**config.mk**
```make
export PLATFORM = sky130hd
export DESIGN_NAME = pipe_ctrl_unit
export DESIGN_NICKNAME = d
export VERILOG_FILES = /design/src/rtl/pipe_ctrl_unit.sv
export SDC_FILE = /design/constraint.sdc
export NUM_CORES = 1
export LEC_CHECK = 0
export ABC_AREA = 1
export CAP_MARGIN = 0
export CORE_AREA = 2 2 108 110
export DETAILED_ROUTE_END_ITERATION = 6
export DIE_AREA = 0 0 110 112
export PLACE_DENSITY = 0.71
export SYNTH_ARGS = -nofsm -noshare
export SYNTH_HDL_FRONTEND = slang
export SYNTH_SLANG_ARGS = --single-unit
export TNS_END_PERCENT = 1
```
**constraint.sdc**
```tcl
create_clock -name clk -period 1.9 [get_ports clk]
set_input_delay 0.19 -clock clk [delete_from_list [all_inputs] [get_ports clk]]
set_output_delay 0.19 -clock clk [all_outputs]
set_load 0.1 [all_outputs]
```
**src/rtl/pipe_ctrl_unit.sv**
```systemverilog
// pipe_ctrl_unit: main control unit for a 5-stage RISC-V pipeline.
// Decodes the ID-stage opcode into an 11-bit control bundle and carries it
// through ID/EX, EX/MEM and MEM/WB. Detects load-use hazards, squashes on
// EX redirects, flags unknown opcodes and counts stalls/flushes.
//
// Ports:
//   clk, rst_n        clock, synchronous active-low reset
//   id_valid          ID stage holds a real instruction
//   id_opcode         instruction[6:0]
//   id_rs1/rs2/rd     register fields of the ID instruction
//   ex_redirect       branch taken / jump resolved in EX
//   hold              global freeze (data-memory wait)
//   stall_if_id       combinational: hold PC and IF/ID
//   flush_if_id       combinational: squash IF/ID (equals ex_redirect)
//   ex/mem/wb_ctrl    bundle {Jump, JumpReg, Link, Branch, ALUOp[1:0],
//                     ALUSrc, MemRead, MemWrite, MemtoReg, RegWrite}
//   ex/mem/wb_rd      destination register per stage
//   ex_illegal        previous ID instruction had an unknown opcode
//   stall_cnt         saturating count of stall cycles
//   flush_cnt         saturating count of redirect cycles
module pipe_ctrl_unit #(
  parameter int unsigned RA_W  = 5,
  parameter int unsigned CNT_W = 16
) (
  input  logic             clk,
  input  logic             rst_n,
  input  logic             id_valid,
  input  logic [6:0]       id_opcode,
  input  logic [RA_W-1:0]  id_rs1,
  input  logic [RA_W-1:0]  id_rs2,
  input  logic [RA_W-1:0]  id_rd,
  input  logic             ex_redirect,
  input  logic             hold,
  output logic             stall_if_id,
  output logic             flush_if_id,
  output logic [10:0]      ex_ctrl,
  output logic [10:0]      mem_ctrl,
  output logic [10:0]      wb_ctrl,
  output logic [RA_W-1:0]  ex_rd,
  output logic [RA_W-1:0]  mem_rd,
  output logic [RA_W-1:0]  wb_rd,
  output logic             ex_illegal,
  output logic [CNT_W-1:0] stall_cnt,
  output logic [CNT_W-1:0] flush_cnt
);

  localparam int unsigned CTRL_W = 11;

  // Bit positions inside the control bundle
  localparam int unsigned B_JUMP     = 10;
  localparam int unsigned B_JUMPREG  = 9;
  localparam int unsigned B_LINK     = 8;
  localparam int unsigned B_BRANCH   = 7;
  localparam int unsigned B_ALUOP_HI = 6;
  localparam int unsigned B_ALUOP_LO = 5;
  localparam int unsigned B_ALUSRC   = 4;
  localparam int unsigned B_MEMREAD  = 3;
  localparam int unsigned B_MEMWRITE = 2;
  localparam int unsigned B_MEMTOREG = 1;
  localparam int unsigned B_REGWRITE = 0;

  localparam logic [6:0] OP_R     = 7'b0110011;
  localparam logic [6:0] OP_I     = 7'b0010011;
  localparam logic [6:0] OP_LUI   = 7'b0110111;
  localparam logic [6:0] OP_AUIPC = 7'b0010111;
  localparam logic [6:0] OP_LW    = 7'b0000011;
  localparam logic [6:0] OP_SW    = 7'b0100011;
  localparam logic [6:0] OP_BR    = 7'b1100011;
  localparam logic [6:0] OP_JAL   = 7'b1101111;
  localparam logic [6:0] OP_JALR  = 7'b1100111;

  logic [CTRL_W-1:0] ex_ctrl_q, ex_ctrl_d;
  logic [CTRL_W-1:0] mem_ctrl_q, mem_ctrl_d;
  logic [CTRL_W-1:0] wb_ctrl_q, wb_ctrl_d;
  logic [RA_W-1:0]   ex_rd_q, ex_rd_d;
  logic [RA_W-1:0]   mem_rd_q, mem_rd_d;
  logic [RA_W-1:0]   wb_rd_q, wb_rd_d;
  logic              ex_illegal_q, ex_illegal_d;
  logic [CNT_W-1:0]  stall_cnt_q, stall_cnt_d;
  logic [CNT_W-1:0]  flush_cnt_q, flush_cnt_d;

  logic [CTRL_W-1:0] dec_raw_c;
  logic [CTRL_W-1:0] dec_ctrl_c;
  logic              dec_known_c;
  logic              uses_rs1_c;
  logic              uses_rs2_c;
  logic              load_use_c;

  // Opcode decode table and register-use flags
  always_comb begin
    dec_raw_c   = '0;
    dec_known_c = 1'b1;
    uses_rs1_c  = 1'b0;
    uses_rs2_c  = 1'b0;
    unique case (id_opcode)
      OP_R: begin
        dec_raw_c[B_REGWRITE]             = 1'b1;
        dec_raw_c[B_ALUOP_HI:B_ALUOP_LO]  = 2'b10;
        uses_rs1_c = 1'b1;
        uses_rs2_c = 1'b1;
      end
      OP_I: begin
        dec_raw_c[B_ALUSRC]               = 1'b1;
        dec_raw_c[B_REGWRITE]             = 1'b1;
        dec_raw_c[B_ALUOP_HI:B_ALUOP_LO]  = 2'b10;
        uses_rs1_c = 1'b1;
      end
      OP_LUI: begin
        dec_raw_c[B_ALUSRC]               = 1'b1;
        dec_raw_c[B_REGWRITE]             = 1'b1;
        dec_raw_c[B_ALUOP_HI:B_ALUOP_LO]  = 2'b11;
      end
      OP_AUIPC: begin
        dec_raw_c[B_ALUSRC]               = 1'b1;
        dec_raw_c[B_REGWRITE]             = 1'b1;
      end
      OP_LW: begin
        dec_raw_c[B_ALUSRC]               = 1'b1;
        dec_raw_c[B_MEMREAD]              = 1'b1;
        dec_raw_c[B_MEMTOREG]             = 1'b1;
        dec_raw_c[B_REGWRITE]             = 1'b1;
        uses_rs1_c = 1'b1;
      end
      OP_SW: begin
        dec_raw_c[B_ALUSRC]               = 1'b1;
        dec_raw_c[B_MEMWRITE]             = 1'b1;
        uses_rs1_c = 1'b1;
        uses_rs2_c = 1'b1;
      end
      OP_BR: begin
        dec_raw_c[B_BRANCH]               = 1'b1;
        dec_raw_c[B_ALUOP_HI:B_ALUOP_LO]  = 2'b01;
        uses_rs1_c = 1'b1;
        uses_rs2_c = 1'b1;
      end
      OP_JAL: begin
        dec_raw_c[B_JUMP]                 = 1'b1;
        dec_raw_c[B_LINK]                 = 1'b1;
        dec_raw_c[B_REGWRITE]             = 1'b1;
      end
      OP_JALR: begin
        dec_raw_c[B_JUMP]                 = 1'b1;
        dec_raw_c[B_JUMPREG]              = 1'b1;
        dec_raw_c[B_LINK]                 = 1'b1;
        dec_raw_c[B_ALUSRC]               = 1'b1;
        dec_raw_c[B_REGWRITE]             = 1'b1;
        uses_rs1_c = 1'b1;
      end
      default: dec_known_c = 1'b0;
    endcase
  end

  // Valid-qualified bundle; writes to x0 are suppressed
  always_comb begin
    dec_ctrl_c = '0;
    if (id_valid && dec_known_c) begin
      dec_ctrl_c             = dec_raw_c;
      dec_ctrl_c[B_REGWRITE] = dec_raw_c[B_REGWRITE] & (id_rd != '0);
    end
  end

  // Load in EX whose destination the ID instruction actually reads
  always_comb begin
    load_use_c = ex_ctrl_q[B_MEMREAD] && (ex_rd_q != '0) && id_valid &&
                 ((uses_rs1_c && (id_rs1 == ex_rd_q)) ||
                  (uses_rs2_c && (id_rs2 == ex_rd_q)));
  end

  // Redirect wins over stall: the stalled instruction is squashed anyway
  assign stall_if_id = load_use_c & ~ex_redirect;
  assign flush_if_id = ex_redirect;

  // Next-state for stage registers and counters
  always_comb begin
    ex_ctrl_d    = '0;
    ex_rd_d      = '0;
    ex_illegal_d = 1'b0;
    mem_ctrl_d   = ex_ctrl_q;
    mem_rd_d     = ex_rd_q;
    wb_ctrl_d    = mem_ctrl_q;
    wb_rd_d      = mem_rd_q;
    stall_cnt_d  = stall_cnt_q;
    flush_cnt_d  = flush_cnt_q;

    if (!ex_redirect && !load_use_c) begin
      ex_ctrl_d    = dec_ctrl_c;
      ex_rd_d      = (id_valid && dec_known_c) ? id_rd : '0;
      ex_illegal_d = id_valid & ~dec_known_c;
    end

    if (stall_if_id && (stall_cnt_q != '1)) begin
      stall_cnt_d = stall_cnt_q + CNT_W'(1);
    end
    if (ex_redirect && (flush_cnt_q != '1)) begin
      flush_cnt_d = flush_cnt_q + CNT_W'(1);
    end
  end

  // Pipeline registers; reset overrides hold, hold freezes everything
  always_ff @(posedge clk) begin
    if (!rst_n) begin
      ex_ctrl_q    <= '0;
      mem_ctrl_q   <= '0;
      wb_ctrl_q    <= '0;
      ex_rd_q      <= '0;
      mem_rd_q     <= '0;
      wb_rd_q      <= '0;
      ex_illegal_q <= 1'b0;
      stall_cnt_q  <= '0;
      flush_cnt_q  <= '0;
    end else if (!hold) begin
      ex_ctrl_q    <= ex_ctrl_d;
      mem_ctrl_q   <= mem_ctrl_d;
      wb_ctrl_q    <= wb_ctrl_d;
      ex_rd_q      <= ex_rd_d;
      mem_rd_q     <= mem_rd_d;
      wb_rd_q      <= wb_rd_d;
      ex_illegal_q <= ex_illegal_d;
      stall_cnt_q  <= stall_cnt_d;
      flush_cnt_q  <= flush_cnt_d;
    end
  end

  assign ex_ctrl    = ex_ctrl_q;
  assign mem_ctrl   = mem_ctrl_q;
  assign wb_ctrl    = wb_ctrl_q;
  assign ex_rd      = ex_rd_q;
  assign mem_rd     = mem_rd_q;
  assign wb_rd      = wb_rd_q;
  assign ex_illegal = ex_illegal_q;
  assign stall_cnt  = stall_cnt_q;
  assign flush_cnt  = flush_cnt_q;

endmodule
```
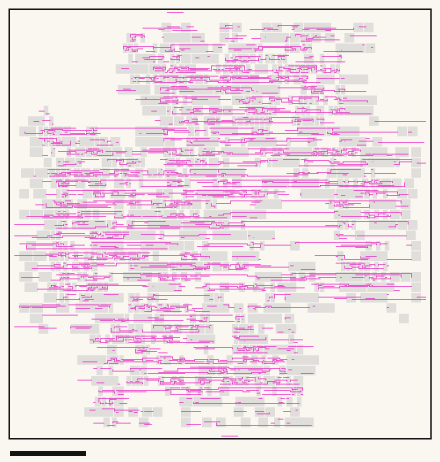
Figure 1: the metal 1 layer.
Scale bar: 20 um. Cells faint in the background.
wire length on this layer = 5370 um
main direction = horizontal
longest straight run = 43.7 um
share of all routed wire = 47%
nets with wire on the layer = 658
GR Layer Usage met1: 26.1%
Via Count: 4181

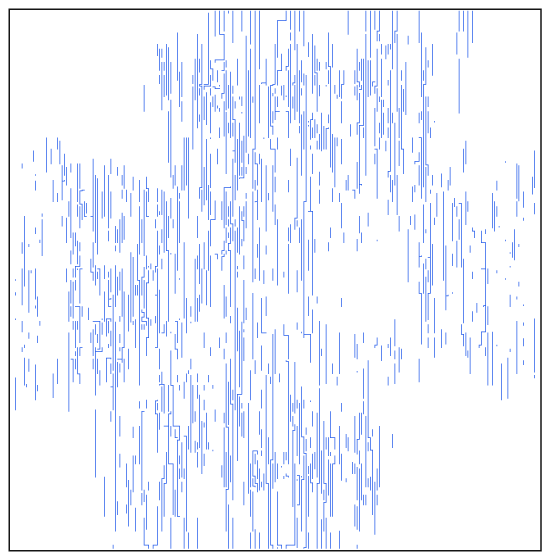
Figure 2: met2 routing.
share of all routed wire = 45%
longest straight run = 43.3 um
fraction of met2 tracks used by global routing: 28.7%
total detailed-routing wirelength: 11.4 mm

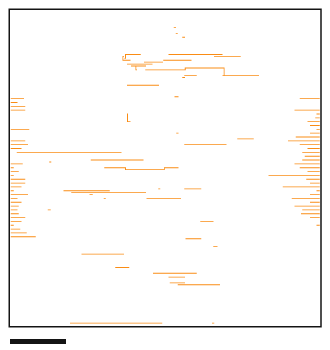
Figure 3: met3 routing.
Scale bar: 20 um.
main direction = horizontal
share of all routed wire = 6.0%
wire length on this layer = 680 um
longest straight run = 36.8 um
met3 track demand over resource: 3.51%

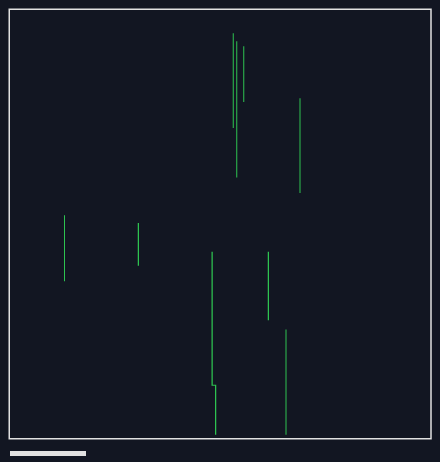
Figure 4: M4 wires.
Scale bar: 20 um.
wire length on this layer = 220 um
main direction = vertical
longest straight run = 35.4 um

==> flow_summary.rst <==
Run summary
-----------

.. list-table::
   :header-rows: 1

   * - Metric
     - Value
   * - Result of the run
     - finished with violations
   * - Failing checks
     - design-rule violations
   * - Total number of nets in the final design
     - around 750
   * - Async set-or-reset flop fraction in the synthesized netlist
     - 0%
   * - Class of the most critical setup path
     - flip-flop to output pin
   * - Post-Syn Nets
     - a little over 600
   * - Number of clock buffers in the layout
     - 14
   * - Power group with the largest share
     - registers
   * - Logic share of the area
     - between 30% and 40%
   * - Clock-pin slew on the worst setup and hold paths
     - around 0.060 ns
   * - Finished Core Util
     - about half
   * - Post-route setup slack
     - 0.0472 ns
   * - Layout cell share with drive strength beyond 1
     - 30.4%
   * - Cell area after layout
     - around 5500 um^2
   * - Via-per-instance ratio
     - about 4.8
   * - Fill cell instance count of the final layout
     - 1093
   * - GRT Total Usage
     - between 10% and 20%
   * - Setup TNS
     - 0 ns
   * - Floorplan die height
     - ~110 um
   * - Combinational cell power
     - just under 0.7 mW
   * - Clock-cell share
     - 5.15%
   * - Number of hold buffers added after CTS
     - 0
   * - Post-layout total power
     - about 4 mW
   * - Library cell appearing most often on the critical path
     - nand2_1
   * - Final hold slack
     - roughly 0.44 ns
   * - Power dissipated in the clock network
     - 1.61 mW
   * - OpenROAD warning count
     - 28
   * - Final tally of setup violations
     - 0
   * - Number of antenna violations at the first check in global routing
     - 0
   * - Count of flip-flops and latches
     - around 75
   * - Antenna-violating nets left
     - 0
   * - Sequential standard cell area
     - 1560 um^2
   * - Number of flops mapped to enable cells by yosys
     - 0
   * - Multi-input gate count
     - around 430
   * - Max VDD drop
     - 0.423 mV
   * - Highest attainable clock frequency
     - approximately 540 MHz
   * - Delay-heaviest family, CP
     - simple AND/OR/NAND/NOR gates
   * - Final routed DRC violation total
     - 1
   * - Registers, synthesis
     - approximately 75
   * - Cell group occupying the most layout area
     - combinational gates
   * - Biggest cell delay along the critical path
     - 0.39 ns
   * - Post-synthesis instance area
     - approximately 3900 um^2
   * - Seq/total area
     - between 20% and 30%
   * - Number of hold violations in the final report
     - 0
   * - Number of detailed-routing iterations run before antenna repair
     - 7
   * - Portion of the post-synthesis area used by sequential elements
     - slightly below 40%
   * - Buffers and inverters on the worst path
     - 3
   * - Net switching power
     - 1.15 mW
   * - Sequential power
     - around 1.6 mW
   * - Placed standard-cell area
     - about 5100 um^2
   * - Synth-to-Final Area Change
     - 43.0%
   * - PD cells
     - 711 nW/um^2
   * - Worst setup slack before clock tree synthesis
     - -0.215 ns
   * - Number of top-level pins
     - between 100 and 150
   * - Data arrival time at the worst-slack endpoint
     - about 1.7 ns
   * - TritonCTS Buffers
     - 9
   * - Post-detailed-placement half-perimeter wirelength
     - 8.66 mm
   * - Area share of the leading cell type in the synthesized netlist
     - between 30% and 40%
   * - Count of max-cap constraint violations
     - 0
   * - Final clock period utilization by the worst path
     - between 90% and 100%
   * - Top FF cell, synth
     - dfxtp_1
   * - Relative slew slack
     - around half
   * - Chip area
     - 12300 um^2
   * - Gate count of the mapped netlist
     - just under 600
   * - Max-slew violations
     - 0
   * - Type of destination of the critical path
     - output pin
   * - Critical path fanouts, max
     - 5
   * - RSZ-0062 raised after global routing
     - true
   * - Internal power component
     - about 2.8 mW
   * - Synth top cell by count
     - nand2_1
   * - Final non-filler cell total
     - approximately 870
   * - Ys cells
     - just under 600
   * - Sequential group share of total power
     - approximately two fifths
   * - Well-tap cell count
     - around 140
   * - Non-clock inverter count
     - approximately 56
   * - Floorplan Core Area
     - around 11000 um^2
   * - Flop-to-flop setup slack
     - around 0.10 ns
   * - Most frequently placed logic cells in the final layout
     - nand2_1, nor2_1, buf_4
   * - Leading cell type in the layout, fill and taps excluded
     - nand2_1
   * - Top cells by area
     - dfxtp_1, nand2_1, nor2_1
   * - Slowest cell on the critical path
     - dfxtp_4
   * - Static leakage power
     - about 2.4 nW
   * - Per-instance average area after synthesis
     - ~6.6 um^2
   * - Power share of the clock group
     - approximately two fifths
   * - Classification of the worst-slack hold path
     - primary input to flip-flop
   * - Maximum number of pins on one net before global-route repair
     - 56
   * - Distinct cell type count of the synthesized netlist
     - 33
   * - Final Wtd Congestion
     - a little under 0.9
   * - Combinational group share of total power
     - about 17%
   * - Non-CTS buffers
     - 148
   * - Buffering overhead
     - between 20% and 30%
   * - Clock Sink Count
     - roughly 75
   * - Initial DRC count
     - 284
   * - Total cell area reported by yosys after synthesis
     - 3850 um^2
what timing repair did:
action | 4_1_cts | 5_1_grt
pin swaps | 1 | 8
gates cloned | 0 | 2
gates resized | 6 | 17
endpoints found under the setup margin | 1 | 30
setup buffers | 2 | 2
metal layers:
| metal | GRT usage [%] | part of all wire [%] | vias to the layer above | routed length [um] |
|---|---|---|---|---|
| li1 | - | - | 2127 | - |
| met1 | 26.1 | 47 | 1896 | 5370 |
| met2 | 28.7 | 45 | 139 | 5090 |
| met3 | 3.51 | 6.0 | 19 | 680 |
| met4 | 6.24 | 1.9 | 0 | 219 |
| met5 | 0 | 0 | - | 0 |
logic make-up (layout without fill, tap and decap cells):
kind of cell,after synthesis,in the layout,share of synthesized area [%]
xor+xnor,10,10,2.27
simple gates,328,330,36.8
fa+ha+maj,2,2,0.649
flops,75,75,38.9
buf+inv,84,220,9.19
compound gates,86,86,12.1
sequential cells by signal, indices dropped and copies added (netlist names):
signal and count:
ex_rd 5, mem_rd 5, wb_ctrl 9, flush_cnt 16
ex_illegal 1, mem_ctrl 9, wb_rd 5, stall_cnt 16
ex_ctrl 9
worst register-to-register path: stages (launching register included):
cell     delay (ns)
dfxtp_4        0.39
inv_2          0.05
nand2_1        0.05
nand2_1        0.06
nor2_1         0.10
nand2_1        0.07
nor2_2         0.11
nand2_2        0.08
nand2_2        0.08
nand3_4        0.08
buf_4          0.16
nor2_2         0.23
nand3_1        0.12
nand2_1        0.08
nor2_1         0.04
worst paths after layout:
check        cells past startpoint         start            to
max reg2reg                     14      ex_rd[2]  stall_cnt[2]
min                              4         rst_n  stall_cnt[5]
min reg2reg                      1  flush_cnt[7]  flush_cnt[7]
max                             11      ex_rd[2]   stall_if_id
Power and IR drop assume default switching activity.
